==> run_1/port_trees.png <==
(3 px per um)
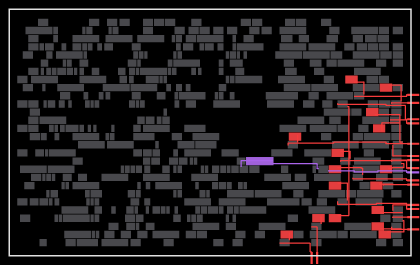
==> run_1/congestion_map.png <==
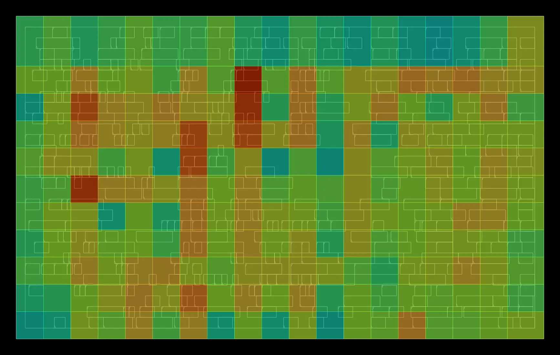
==> run_1/m3.png <==
(4 px per um) Cells faint in the background.
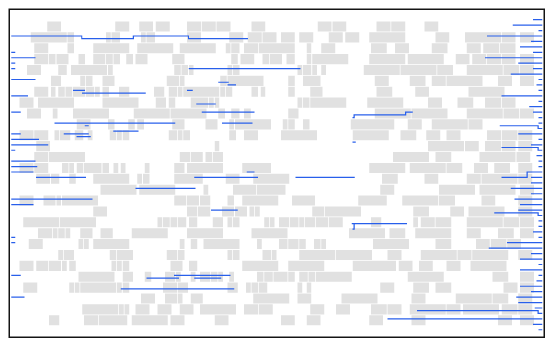
==> config.mk <==
export PLATFORM = sky130hd
export DESIGN_NAME = lmsm_sequencer
export DESIGN_NICKNAME = d
export VERILOG_FILES = /design/src/rtl/lmsm_sequencer.sv
export SDC_FILE = /design/constraint.sdc
export NUM_CORES = 1
export LEC_CHECK = 0
export CAP_MARGIN = 25
export CELL_PAD_IN_SITES_DETAIL_PLACEMENT = 0
export CELL_PAD_IN_SITES_GLOBAL_PLACEMENT = 1
export CORE_ASPECT_RATIO = 0.6
export CORE_MARGIN = 2
export CORE_UTILIZATION = 34
export DETAILED_ROUTE_END_ITERATION = 8
export GPL_TIMING_DRIVEN = 1
export PLACE_DENSITY_LB_ADDON = 0.1
export SLEW_MARGIN = 20
export SYNTH_ARGS = -nofsm -noshare
export SYNTH_HDL_FRONTEND = slang
export SYNTH_SLANG_ARGS = --single-unit
==> constraint.sdc <==
create_clock -name clk -period 2.2 [get_ports clk]
set_input_delay 0.44 -clock clk [delete_from_list [all_inputs] [get_ports clk]]
set_output_delay 0.44 -clock clk [all_outputs]
set_load 0.05 [all_outputs]
==> flow_summary.ini, run 1 <==
; physical design summary
[run_status]
status = completed

[finish]
logic_gate_count = 222
stdcell_area_um2 = 5190
stdcell_count = 591
regArea_um2 = 1800
sh_seq_area_pct = 34.7
flops = 72
clk_share_pct = 6.22
buffer_area_share_pct = 26.8
clock_buffers = 10
fillers = 856

[clock_network]
htreeDepth = 3
clockBufferDepth = 2
cts_resized = 0

[logic_synthesis]
ys.flops = 72
largest_area_cell = dfrtp_1
top_area_share_pct = 52.7
edf_count = 0
avgSynthCellArea_um2 = 10.7
synthTopCellsByCount = dfrtp_1, nand2_1, mux2_2
ys_seq_share_pct = 52.7

[setup_path]
ff2ff_setup_slack_ns = 0.31
crit_cells = 1
cp_num_buf_inv = 1
cp_top_family = buffers and inverters
r2r_cells = 6
path_cells = clkdlybuf4s50_1
cp_slowest_stage_delay_ns = 0.85
crit_fanout = 7
crit_required_ns = 1.76

[pwr]
leakage_nw = 2.14
p_switching_mw = 4.65
seqPwrFrac_pct = 26.2

[sta]
skew_ns = 0.00531
finalHoldViolCount = 0
slew_headroom_pct = 64.2
finalCriticalPeriod_ns = 2.08
fmax_mhz = 481

[detailed_routing]
wl_per_cell_um = 15.7
avgViaCountPerCell = 4.96
wl_met3_um = 729

[global_route]
grt_use_met1_pct = 27.6
grt_pass1_wl_um = 15200
grt_util_all_layers_pct = 18.1

[die]
die_w_um = 133
initCoreUtil_pct = 34.8
die_h_um = 81.6
rows = 28
core_um2 = 9810

[place]
place.gp.congestion = 0.793
dp_hpwl_um = 6620

[job]
warning_count = 26
Notes on port_trees.png above:
colour	port	bits	direction	edge	end cells	buffers	wire
purple	`mem_we`	1	output	right	1	1	57.6 um
red	`rf_rdata`	16	input	14 right, 2 bottom	16	16	396 um
# IOs: 124
IO Port Bufs: 123

Notes on congestion_map.png above:
met2 GRT Util: 23.9%
GRT busiest layer: met1

Notes on m3.png above:
share of all routed wire	7.9%
longest straight run	38.4 um
main direction	horizontal
routed wire length: 9290 um
GR Layer Usage met3: 5.86%
via count: 2933

==> run 2, diff against run 1 <==
CORE_MARGIN = unset   (was 2)
==> run_2/port_trees.png <==
(3 px per um)
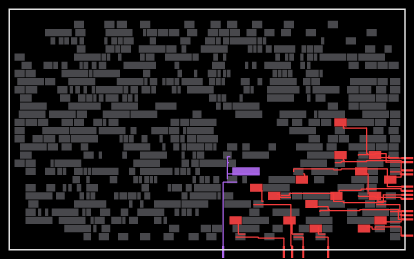
colour	port	bits	direction	edge	end cells	buffers	wire
red	`rf_rdata`	16	input	12 right, 4 bottom	16	16	409 um
purple	`mem_we`	1	output	bottom	1	1	46.0 um

==> run 2 against run 1 <==
  * Sequential power down 2%
  * Combinational power up 0.7%
  * Clock-buffer cell count unchanged
  * Critical path type unchanged
==> flow_summary.ini, run 2 <==
; physical design summary
[run_status]
status = completed

[logic_synthesis]
ys_seq_share_pct = 52.7
top_area_share_pct = 52.7
avgSynthCellArea_um2 = 10.7
edf_count = 0
largest_area_cell = dfrtp_1
async_reset_ff_share_pct = 100
synth-xor-area-share_pct = 0.256

[setup_path]
cp_num_buf_inv = 1
cp_top_family = buffers and inverters
ff2ff_setup_slack_ns = 0.28
cp_slowest_stage_delay_ns = 0.85
crit_fanout = 7
path_cells = clkdlybuf4s50_1

[global_route]
grt_use_met1_pct = 27.7
gr-usage-met2_pct = 23.1
grt_most_used_layer = met1
use_met3_pct = 6.03
grt_pass1_wl_um = 14500

[sta]
fmax_mhz = 482
finalHoldViolCount = 0
finalCriticalPeriod_ns = 2.07

[pwr]
seqPwrFrac_pct = 24.8
p_switching_mw = 4.61
leakage_nw = 2.17

[place]
dp_hpwl_um = 6520
place.gp.congestion = 0.781

[finish]
buffer_area_share_pct = 26.2
sh_seq_area_pct = 34.5
clock_buffers = 10
stdcell_count = 585
logic_gate_count = 222
regArea_um2 = 1800
clk_share_pct = 7.35
stdcell_area_um2 = 5230
fillers = 826

[die]
die_h_um = 79.6
die_w_um = 131
ios = 124
core_um2 = 9460

[detailed_routing]
wl_met3_um = 619
avgViaCountPerCell = 5.03

[clock_network]
clockBufferDepth = 2
htreeDepth = 3
==> run_2/congestion_map.png <==
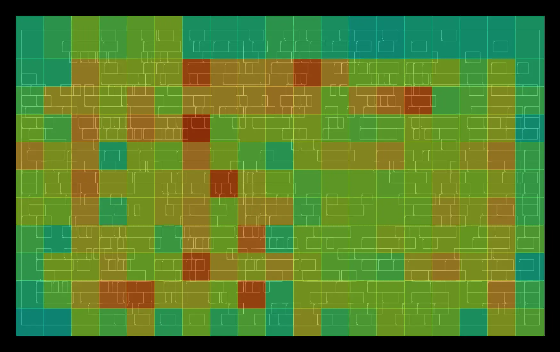
Final Core Density: 55.2%
WL/cell: 15.5 um
Tot GR Track Use: 17.9%

==> run 3, diff against run 2 <==
SLEW_MARGIN = 30   (was 20)
==> run_3/m3.png <==
(4 px per um) Cells faint in the background.
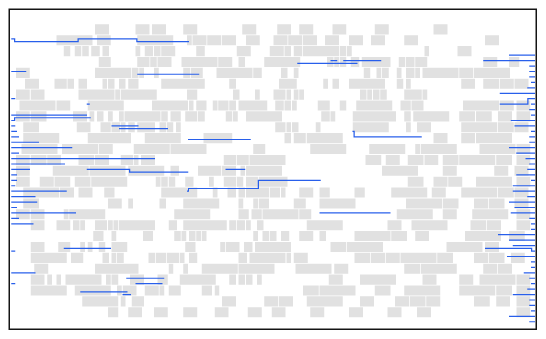
routed wire length: 9070 um
GR Layer Usage met3: 6.03%
via count: 2942

==> run 3 against run 2 <==
  * Utilization did not move
  * Fmax did not move
  * Die area did not move
  * Worst setup slack did not move
  * Non-clock buffer count did not move
  * Register-to-register slack barely moved
  * Sequential cell count did not move
  * Via count did not move
  * Combinational power barely moved
  * Largest power group unchanged
  * Critical path type unchanged
  * First-iteration DRC count did not move
==> flow_summary.ini, run 3 <==
; physical design summary
[run_status]
status = completed

[setup_path]
cp_top_family = buffers and inverters
ff2ff_setup_slack_ns = 0.28
crit_cells = 1
crit_required_ns = 1.76
crit_fanout = 7
path_cells = clkdlybuf4s50_1
cp_num_buf_inv = 1
r2r_cells = 7

[logic_synthesis]
ys_seq_share_pct = 52.7
top_area_share_pct = 52.7
avgSynthCellArea_um2 = 10.7
edf_count = 0
largest_area_cell = dfrtp_1
async_reset_ff_share_pct = 100
ys.flops = 72

[finish]
regArea_um2 = 1800
logic_gate_count = 222
clk_share_pct = 7.35
stdcell_count = 585
final_util_pct = 55.2
clock_buffers = 10
sh_seq_area_pct = 34.5
stdcell_area_um2 = 5230
buffer_area_share_pct = 26.2

[clock_network]
htreeDepth = 3
cts_resized = 0
clockBufferDepth = 2

[place]
place.gp.congestion = 0.781
dp_hpwl_um = 6520
port_buffers = 123

[global_route]
grt_use_met1_pct = 27.7
grt_util_all_layers_pct = 17.9

[sta]
slew_headroom_pct = 59.2
finalCriticalPeriod_ns = 2.07
fmax_mhz = 482

[pwr]
seqPwrFrac_pct = 24.8
leakage_nw = 2.17

[die]
die_h_um = 79.6
die_w_um = 131
ios = 124
rows = 27

[detailed_routing]
wl_per_cell_um = 15.5

[job]
warning_count = 26
==> run_3/clock_wires.png <==
(4 px per um)
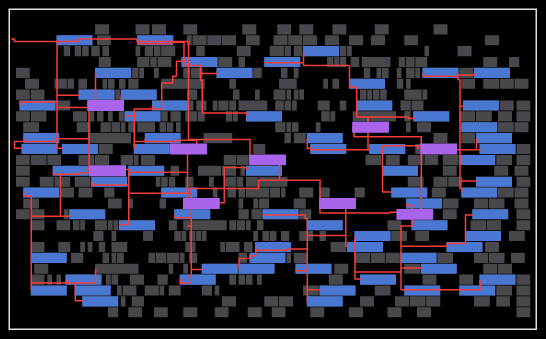
[red] clock wires | length: 1010 um
[purple] clock-net drivers | count: 9
[blue] flip-flops | count: 72
routed clock nets	10
flops lie	all over the die
Worst-Skew Late Latency: 0.33 ns
Final Skew: 0.00522 ns
clk pwr: 1.89 mW
Clock power frac: 18.7%


## Gallery

Placement density heat map.
(4 px per um) 13 x 8 tiles, from dark blue (low) to red (high), 0 to 100% covered.
(a)
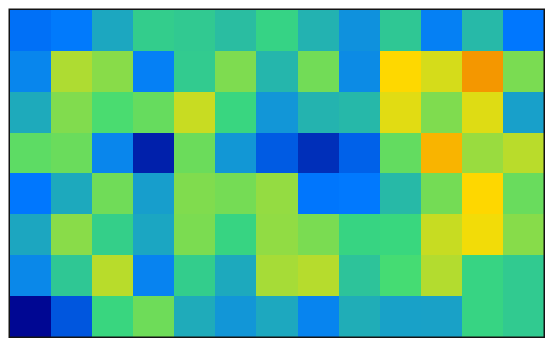
(b)
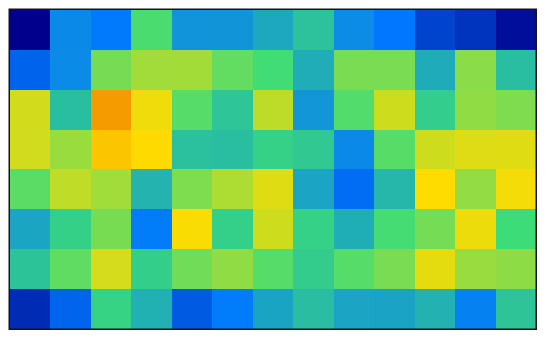
| picture | from |
|---|---|
| (a) | run 1 |
| (b) | run 2 |

Key to (a):
tiles over 75% full	3.8%
densest ninth of the die	right middle
nearly empty tiles	1.0%
mean over tiles	46%

No activity file was given, so power comes from the tool's default toggle rates.
